==> images/placement_by_type.png <==
Drawn at 4 px/um. Fill, decap, tap and diode cells in gray.
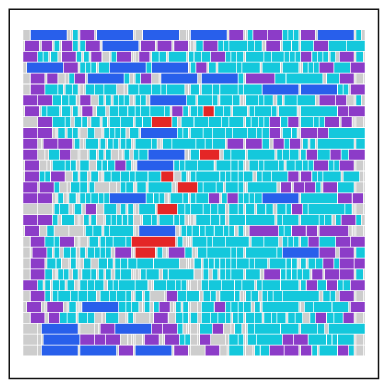
==> images/layer_met3.png <==
Drawn at 4 px/um.
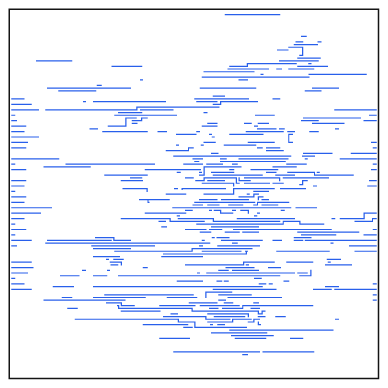
$ cat src/rtl/counter_pkg.sv
// Shared constants for the counter_timer block: mode encodings and default widths.
package counter_pkg;

    localparam logic [1:0] MODE_FREE    = 2'b00;
    localparam logic [1:0] MODE_MOD     = 2'b01;
    localparam logic [1:0] MODE_ONESHOT = 2'b10;

    localparam int DEF_WIDTH = 16;
    localparam int DEF_PSC_W = 8;

endpackage

$ cat src/rtl/cnt_prescaler.sv
// Programmable prescaler: emits a combinational tick on every (psc+1)-th enabled cycle.
module cnt_prescaler #(
    parameter int PSC_W = 8
) (
    input  logic             clk,
    input  logic             rst,
    input  logic             en,
    input  logic             clr,
    input  logic [PSC_W-1:0] psc,
    output logic             tick
);

    logic [PSC_W-1:0] psc_cnt;

    // >= rather than == so a shrinking psc cannot strand the count above it
    assign tick = en & ~clr & (psc_cnt >= psc);

    always_ff @(posedge clk or posedge rst) begin
        if (rst) begin
            psc_cnt <= '0;
        end else if (clr) begin
            psc_cnt <= '0;
        end else if (en) begin
            psc_cnt <= tick ? '0 : psc_cnt + PSC_W'(1);
        end
    end

endmodule

$ cat src/rtl/counter_timer.sv
// Loadable up/down counter/timer with prescaler, free-run/modulo/one-shot modes,
// compare-match pulse and sticky overflow flag.
module counter_timer
    import counter_pkg::*;
#(
    parameter int WIDTH = DEF_WIDTH,
    parameter int PSC_W = DEF_PSC_W
) (
    input  logic             i_sysclk,
    input  logic             i_sysrst,
    input  logic             i_cnt_en,
    input  logic             i_ld,
    input  logic [WIDTH-1:0] i_ld_data,
    input  logic             i_clr,
    input  logic             i_dir,
    input  logic [1:0]       i_mode,
    input  logic [WIDTH-1:0] i_top,
    input  logic [WIDTH-1:0] i_cmp,
    input  logic [PSC_W-1:0] i_psc,
    input  logic             i_ovf_ack,
    output logic [WIDTH-1:0] o_cnt,
    output logic             o_tick,
    output logic             o_ovf_pls,
    output logic             o_ovf_flg,
    output logic             o_cmp_match,
    output logic             o_done
);

    logic             psc_tick;
    logic             is_bounded;
    logic             is_oneshot;
    logic             wrap;
    logic             halt;
    logic [WIDTH-1:0] max_val;
    logic [WIDTH-1:0] step_val;

    // A finished one-shot freezes the prescaler so the phase is preserved until restart
    cnt_prescaler #(.PSC_W(PSC_W)) u_prescaler (
        .clk  (i_sysclk),
        .rst  (i_sysrst),
        .en   (i_cnt_en & ~o_done),
        .clr  (i_clr | i_ld),
        .psc  (i_psc),
        .tick (psc_tick)
    );

    always_comb begin
        is_oneshot = (i_mode == MODE_ONESHOT);
        is_bounded = (i_mode == MODE_MOD) || is_oneshot;
        max_val    = is_bounded ? i_top : '1;
        wrap       = i_dir ? (o_cnt >= max_val) : (o_cnt == '0);
        halt       = wrap && is_oneshot;
        step_val   = o_cnt;
        if (i_dir) begin
            step_val = wrap ? '0 : o_cnt + WIDTH'(1);
        end else begin
            step_val = wrap ? max_val : o_cnt - WIDTH'(1);
        end
        if (halt) begin
            step_val = o_cnt;
        end
    end

    always_ff @(posedge i_sysclk or posedge i_sysrst) begin
        if (i_sysrst) begin
            o_cnt       <= '0;
            o_tick      <= 1'b0;
            o_ovf_pls   <= 1'b0;
            o_ovf_flg   <= 1'b0;
            o_cmp_match <= 1'b0;
            o_done      <= 1'b0;
        end else begin
            o_tick      <= 1'b0;
            o_ovf_pls   <= 1'b0;
            o_cmp_match <= 1'b0;
            if (i_clr) begin
                o_cnt  <= '0;
                o_done <= 1'b0;
            end else if (i_ld) begin
                o_cnt       <= i_ld_data;
                o_done      <= 1'b0;
                o_cmp_match <= (i_ld_data == i_cmp);
            end else if (psc_tick) begin
                o_tick      <= 1'b1;
                o_cnt       <= step_val;
                o_ovf_pls   <= wrap;
                o_cmp_match <= !halt && (step_val == i_cmp);
                if (halt) begin
                    o_done <= 1'b1;
                end
            end
            // psc_tick is already masked by clr/ld inside the prescaler
            if (psc_tick && wrap) begin
                o_ovf_flg <= 1'b1;
            end else if (i_ovf_ack) begin
                o_ovf_flg <= 1'b0;
            end
        end
    end

endmodule

$ cat config.mk
export PLATFORM = sky130hd
export DESIGN_NAME = counter_timer
export DESIGN_NICKNAME = d
export VERILOG_FILES = /design/src/rtl/counter_pkg.sv /design/src/rtl/cnt_prescaler.sv /design/src/rtl/counter_timer.sv
export SDC_FILE = /design/constraint.sdc
export NUM_CORES = 1
export LEC_CHECK = 0
export ABC_AREA = 1
export CAP_MARGIN = 20
export CORE_MARGIN = 3
export CORE_UTILIZATION = 52
export DETAILED_ROUTE_END_ITERATION = 16
export PLACE_DENSITY_LB_ADDON = 0.25
export SLEW_MARGIN = 20
export SYNTH_ARGS = -nofsm -noshare
export SYNTH_HDL_FRONTEND = slang
export SYNTH_SLANG_ARGS = --single-unit
$ cat constraint.sdc
create_clock -name i_sysclk -period 3.2 [get_ports i_sysclk]
set_input_delay 0.96 -clock i_sysclk [delete_from_list [all_inputs] [get_ports i_sysclk]]
set_output_delay 0.96 -clock i_sysclk [all_outputs]
set_load 0.005 [all_outputs]
==> impl_metrics.yaml <==
# synthesis and place-and-route metrics
clocking:
  htreeDepth: 2
  cts.sinks: 29
  ctsRootBufferMaster: "clkbuf_8"
  numCtsBuffers: 5
  postCtsHoldBufs: 0
drt:
  routed_wl_um: 17800
  drt-initial-drc-count: 876
  drcViolationCount: 0
  vias: 5440
  via_per_inst: 6.27
worst_hold_path:
  whs_path_depth: 2
  hp-start: "o_done$_DFFE_PP0P_"
final_layout:
  syn_to_final_growth_pct: 55.3
  nNonClkInverters: 80
  buffers: 152
  stdcell_count: 867
  flop-count: 29
  clkCellAreaFrac_pct: 1.93
  regArea_um2: 726
  sh_seq_area_pct: 12.2
  comb_area_um2: 3250
  final.fill_count: 409
timing:
  period_used_pct: 113
  tightest_slew_ns: 0.567
  drv_slew: 0
  layout_setup_ws_ns: -0.431
  finalSetupViolCount: 10
synthesis:
  top_cells_by_area: "dfrtp_1 19%, nand2_1 16%, ha_1 9.4%"
  fp_nets: 721
  ys_types: 42
  synth_top_cell_by_count: "nand2_1"
  ys_sh_aoi_pct: 12.5
  xor_share_pct: 6.84
floorplan:
  core_um2: 6980
  die_h_um: 91.9
  taps: 96
  io_pins: 86
critical_path:
  rr_endpoint: "o_cmp_match$_DFF_PP0_"
  cp.depth: 26
  cp_data_arrival_time_ns: 3.86
  cp_top_family: "simple AND/OR/NAND/NOR gates"
  slowest_stage: "ha_4"
  r2r_cells: 20
pwr:
  p_sw_mw: 0.849
global_routing:
  grt_pass1_vias: 5227
  grtUsageMet3_pct: 6.48
  overflow: 0
outcome:
  outcome: "finished, violations left"
  failed_checks: "setup timing"
place:
  dp_slack_ns: -1.00
Notes on placement_by_type.png above:
[red] clock drivers and dummy loads | cells: 8 | share of their area: 2.0%
[purple] remaining buffers and delay cells | cells: 152 | share of their area: 24%
[cyan] combinational and other logic | cells: 582 | share of their area: 61%
[blue] sequential cells | cells: 29 | share of their area: 12%

Notes on layer_met3.png above:
share of all routed wire: 12%
longest straight run: 42.1 um
nets with wire on the layer: 212
wire length on this layer: 2220 um

Power figures rest on the tool's default switching activity, not on a simulated workload.
